<file path="src/rtl/encoder8x3_serial.sv">
// encoder8x3_serial: sequential 8-to-3 encoder.
// Accepts a multi-hot request vector over a valid/ready handshake and hands
// out the index of every set bit, lowest first, one per output handshake.
// All outputs are derived from registered state only, so nothing on the
// in_* side can reach the out_* side within a single cycle.
module encoder8x3_serial #(
  parameter int N = 8,
  parameter int W = 3
) (
  input  logic         clk,
  input  logic         rst,
  input  logic         in_valid,
  output logic         in_ready,
  input  logic [N-1:0] in_vec,
  output logic         out_valid,
  input  logic         out_ready,
  output logic [W-1:0] out_idx,
  output logic         out_last,
  output logic [W:0]   remaining,
  output logic         err_empty
);

  typedef enum logic {
    IDLE = 1'b0,
    BUSY = 1'b1
  } state_t;

  state_t       state;
  state_t       next_state;
  logic [N-1:0] shadow;
  logic [N-1:0] next_shadow;
  logic [W:0]   next_remaining;
  logic         next_err;
  logic [W:0]   in_count;
  logic [W-1:0] low_idx;

  // Count the set bits of the incoming vector so BUSY knows how many handoffs remain
  always_comb begin
    in_count = '0;
    for (int i = 0; i < N; i++) begin
      in_count = in_count + (W+1)'(in_vec[i]);
    end
  end

  // Find the lowest set bit still pending; scanning downwards lets the lowest hit win
  always_comb begin
    low_idx = '0;
    for (int i = N - 1; i >= 0; i--) begin
      if (shadow[i]) begin
        low_idx = W'(i);
      end
    end
  end

  // Next-state logic: accept in IDLE, retire one bit per output handshake in BUSY
  always_comb begin
    next_state     = state;
    next_shadow    = shadow;
    next_remaining = remaining;
    next_err       = 1'b0;
    case (state)
      IDLE: begin
        if (in_valid) begin
          if (in_vec == '0) begin
            next_err = 1'b1;
          end else begin
            next_shadow    = in_vec;
            next_remaining = in_count;
            next_state     = BUSY;
          end
        end
      end
      BUSY: begin
        if (out_ready) begin
          next_shadow    = shadow & ~(N'(1) << low_idx);
          next_remaining = remaining - (W+1)'(1);
          if (remaining == (W+1)'(1)) begin
            next_state = IDLE;
          end
        end
      end
      default: begin
        next_state = IDLE;
      end
    endcase
  end

  // Handshake outputs come straight from the state and the shadow register
  always_comb begin
    in_ready  = (state == IDLE);
    out_valid = (state == BUSY);
    out_idx   = low_idx;
    out_last  = (state == BUSY) && (remaining == (W+1)'(1));
  end

  // State register; reset discards any vector in progress
  always_ff @(posedge clk) begin
    if (rst) begin
      state     <= IDLE;
      shadow    <= '0;
      remaining <= '0;
      err_empty <= 1'b0;
    end else begin
      state     <= next_state;
      shadow    <= next_shadow;
      remaining <= next_remaining;
      err_empty <= next_err;
    end
  end

endmodule

</file>
<file path="config.mk">
export PLATFORM = sky130hd
export DESIGN_NAME = encoder8x3_serial
export DESIGN_NICKNAME = d
export VERILOG_FILES = /design/src/rtl/encoder8x3_serial.sv
export SDC_FILE = /design/constraint.sdc
export NUM_CORES = 1
export LEC_CHECK = 0
export ABC_CLOCK_PERIOD_IN_PS = 4630
export CAP_MARGIN = 25
export CORE_MARGIN = 10
export CORE_UTILIZATION = 48
export DETAILED_ROUTE_END_ITERATION = 12
export GPL_TIMING_DRIVEN = 0
export MAX_ROUTING_LAYER = met4
export PLACE_DENSITY_LB_ADDON = 0.08
export RECOVER_POWER = 25
export SYNTH_ARGS = -nofsm -noshare
export SYNTH_HDL_FRONTEND = slang
export SYNTH_SLANG_ARGS = --single-unit
</file>
<file path="constraint.sdc">
create_clock -name clk -period 4.63 [get_ports clk]
set_clock_uncertainty 0.05 [all_clocks]
set_input_delay 1.389 -clock clk [delete_from_list [all_inputs] [get_ports clk]]
set_output_delay 1.389 -clock clk [all_outputs]
set_load 0.05 [all_outputs]
</file>
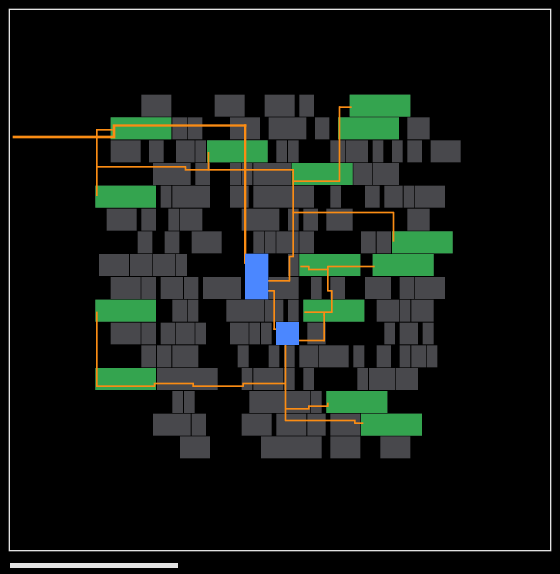
Run 1: routed clock nets over the placement
Bar = 20 µm.
[orange] clock wires | length: 226 µm
[blue] clock-net drivers | count: 3
[green] flip-flops | count: 14
routed clock nets: 4
Clock Latency Late Sink: 0.27 ns
clock share of power: 0.180
clk pwr: 0.0000722 W

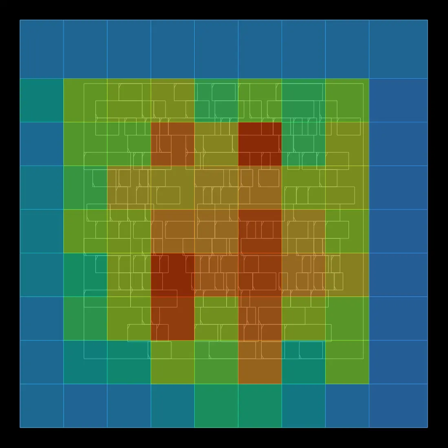
Run 1: congestion heat map
met1 Usage GRT: 0.141
met2 Usage GRT: 0.238
drt wl/cell: 14.7 µm
GRT Max-Usage Layer: met2

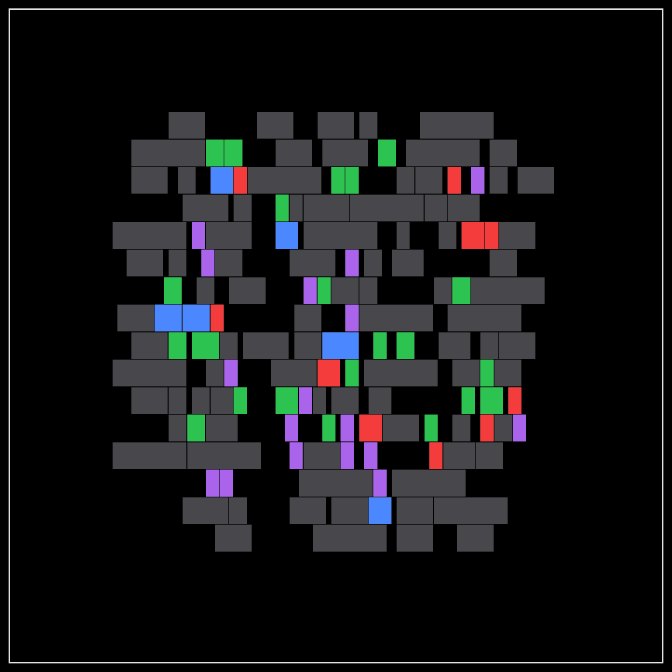
Run 1: gate-type map
| colour | family | cells | most used |
|---|---|---|---|
| red | nor cells | 10 | nor2_1 |
| green | nand cells | 22 | nand2_1 |
| purple | inv cells | 17 | inv_1 |
| blue | and/or cells | 6 | or4_1 |
fin cells: 171
most used logic cell in the final layout: clkdlybuf4s50_1
multi-input combinational area share: 0.476

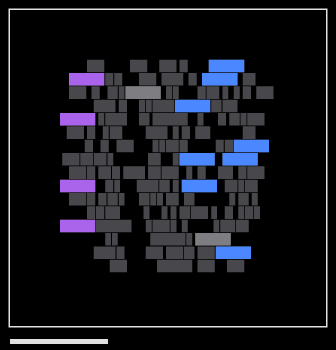
Run 1: register map, names as in the netlist
Bar = 20 µm. Other sequential cells in the stronger grey, the rest of the logic in the fainter grey.
| colour | name in the netlist | sequential cells |
|---|---|---|
| purple | remaining | 4 |
| blue | shadow | 8 |
flop share of the area: 0.231
register area: 280 µm²

==> summary.txt, run 1 <==
run status: complete, no violations
bufs w/o clock: 25
Leading cell kind: combinational gates
power per cell area: 331 mW/mm²
initial antenna violation count: 0
n_diodes: 0
io pins: 23
worst hold endpoint: remaining[3]
switch share: 0.417
NetSw: 0.000168 W
CTS tree: built
number of non-clock inverters: 17
final WL: 2510 µm
flops & latches, synth: 14
Placement Cell Area: 0.00120 mm²
Hold Path Cell Cnt: 2
CP Capture Type: flop
clkbuf count: 3
Reg clk slew, reported paths: 0.09 ns
Tot GR Track Use: 0.130
RSZ-0062 raised after global routing: false
CTS Hold Bufs: 0
Crit. Startpoint: in_vec[3]
die y size: 64.5 µm
Synth Net Count: 141
DRC errors left: 0
setup TNS: 0 ns
Syn Inst Count: 119
P_int: 0.000234 W
synthesized area per cell: 7.97 µm²
top routing layer in use: met4
setup bufs post-CTS: 0
Iter 0 DRT Violations: 24
critical path class: input port to flop
# setup viols final: 0
max incr delay on CP: 0.51 ns
Non-clock buffer share: 0.195
DRT Pass-1 Iters: 4
chip area: 0.00415 mm²
# rows: 16
cts bufs inserted: 3
r2r endpoint: shadow[4]
CP delay by family, top: adder cells
Clock buf/inv share: 0.0185
largest net degree at the start of global routing: 11
Seq. pwr: 0.000145 W
via count: 925
Hold Crit Class: flop to flop
area share, top type: 0.296
Bufs and invs on worst path: 4
Top cell by count, worst path: fa_1
number of global-route vias before repair: 1018
max-cap violation count: 0
wire length on met1: 1060 µm
[run 1: cells by family (layout without fill, tap and decap cells)]
family	count (synthesis)	after routing	synth area share
buf+inv	20	45	0.0871
flops	14	14	0.296
fa+ha+maj	10	10	0.164
compound gates	35	35	0.230
mux	1	1	0.0106
simple gates	38	38	0.205
xor+xnor	1	1	0.00924
[run 1: cell usage in the layout, fill, tap and decap left out, drive strengths merged, types with 3 or more instances in the layout]
cell           count
ha                 6
o21ai              7
inv               17
a21oi             13
o211ai             3
nand2             11
clkbuf             6
fa                 4
nor2               7
dfxtp             14
clkdlybuf4s50     19
nand3              8
[run 1: sequential cells by signal (all words and copies together) (netlist names)]
register and count:
shadow 8, err_empty 1, remaining 4, out_valid 1
==> run 1 -> run 2 <==
- ABC_CLOCK_PERIOD_IN_PS: 4630 -> default
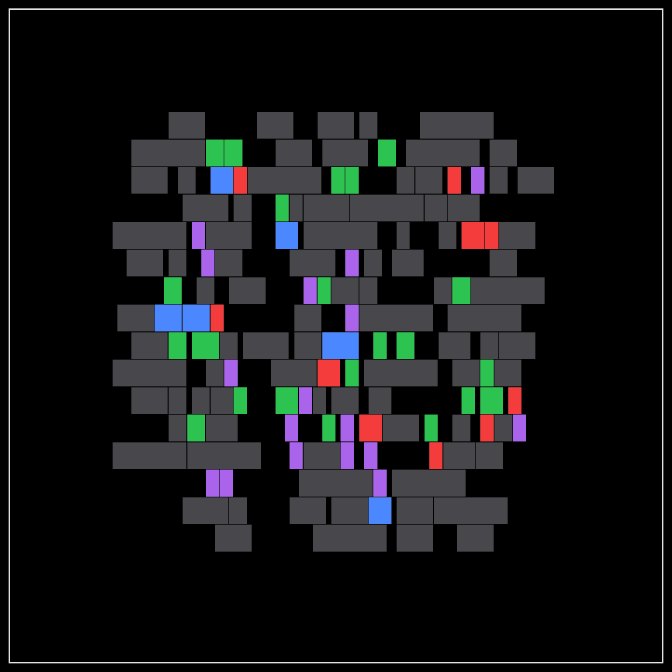
Run 2: gate-type map
| colour | family | cells | most used |
|---|---|---|---|
| red | nor cells | 10 | nor2_1 |
| blue | and/or cells | 6 | or4_1 |
| purple | inv cells | 17 | inv_1 |
| green | nand cells | 22 | nand2_1 |

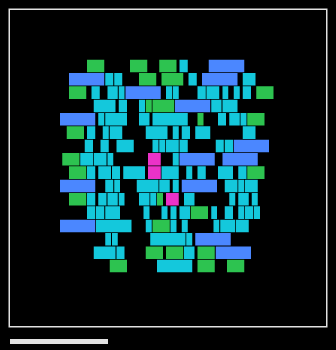
Run 2: cell classes on the final placement
Bar = 20 µm.
| colour | class | cells |
|---|---|---|
| green | remaining buffers and delay cells | 25 |
| blue | registers | 14 |
| magenta | clock-net drivers | 3 |
| cyan | remaining logic cells | 102 |
final core occ: 0.632
cell area after layout: 0.00121 mm²
# rows: 16
total core area: 0.00192 mm²

==> run 2 against run 1 <==
Combinational power barely moved. Cell count did not move. Non-clock buffer count did not move. Wire length did not move. Sequential power barely moved. Power did not move. Critical path depth did not move. Synthesized area did not move. Highest routed layer unchanged.
==> summary.txt, run 2 <==
Largest Register: shadow
synthesized area per cell: 7.97 µm²
adder-cell area share of the yosys netlist: 0.164
Leading cell kind: combinational gates
chip area: 0.00415 mm²
r2r endpoint: shadow[4]
Clock buf/inv share: 0.0185
cts bufs inserted: 3
CTS tree: built
max FFs per register: 8
CP Capture Type: flop
DRT Pass-1 Iters: 4
# setup viols final: 0
fin cells: 171
number of non-clock inverters: 17
clock share of power: 0.180
power per cell area: 331 mW/mm²
number of global-route vias before repair: 1018
switch share: 0.417
clkbuf count: 3
CP delay by family, top: adder cells
Synth Net Count: 141
largest net degree at the start of global routing: 11
P_int: 0.000234 W
Reg clk slew, reported paths: 0.09 ns
Seq. pwr: 0.000145 W
setup bufs post-CTS: 0
die y size: 64.5 µm
multi-input combinational area share: 0.476
XOR/XNOR Area Share: 0.00923
most used logic cell in the final layout: clkdlybuf4s50_1
top routing layer in use: met4
DRC errors left: 0
max incr delay on CP: 0.51 ns
largest registers: shadow x8, remaining x4
critical path class: input port to flop
io pins: 23
run status: complete, no violations
Iter 0 DRT Violations: 24
Placement Cell Area: 0.00120 mm²
clk pwr: 0.0000722 W
Hold Crit Class: flop to flop
Bufs and invs on worst path: 4
area share, top type: 0.296
Clock Latency Late Sink: 0.27 ns
RSZ-0062 raised after global routing: false
bufs w/o clock: 25
Non-clock buffer share: 0.195
Synth mux share: 0.0106
AO/OA Area Share: 0.230
Hold Path Cell Cnt: 2
flop share of the area: 0.231
max-cap violation count: 0
NetSw: 0.000168 W
CTS Hold Bufs: 0
met2 Usage GRT: 0.238
n_diodes: 0
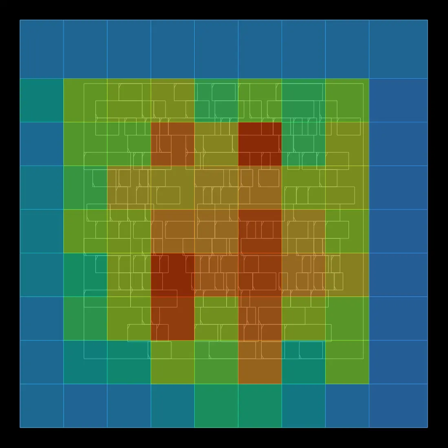
Run 2: congestion heat map
GR Util met3: 0.0258
Tot GR Track Use: 0.130

==> run 2: logic make-up (layout without fill, tap and decap cells) <==
logic type                 count (synthesis)  in the layout
AOI/OAI and AO/OA                         35             35
buffers and inverters                     20             45
xor gates and xnor gates                   1              1
muxes                                      1              1
and+or+nand+nor                           38             38
DFF                                       14             14
adders and majority gates                 10             10
==> run 2: stage by stage <==
| stage | hold WS [ns] | TNS [ns] |
|---|---|---|
| CTS | 0.458 | 0 |
| global route | 0.497 | 0 |
| floorplan | 0.431 | 0 |
| finish | 0.450 | 0 |
| global placement | 0.438 | -0.0173 |
| detailed placement | 0.444 | -0.103 |
==> run 2: tightest hold or removal path, cell delays in order, from the launching register on <==
cell     delay (ns)
dfxtp_1        0.34
nand3_1        0.07
a21oi_1        0.05
No activity file was given, so power comes from the tool's default toggle rates.
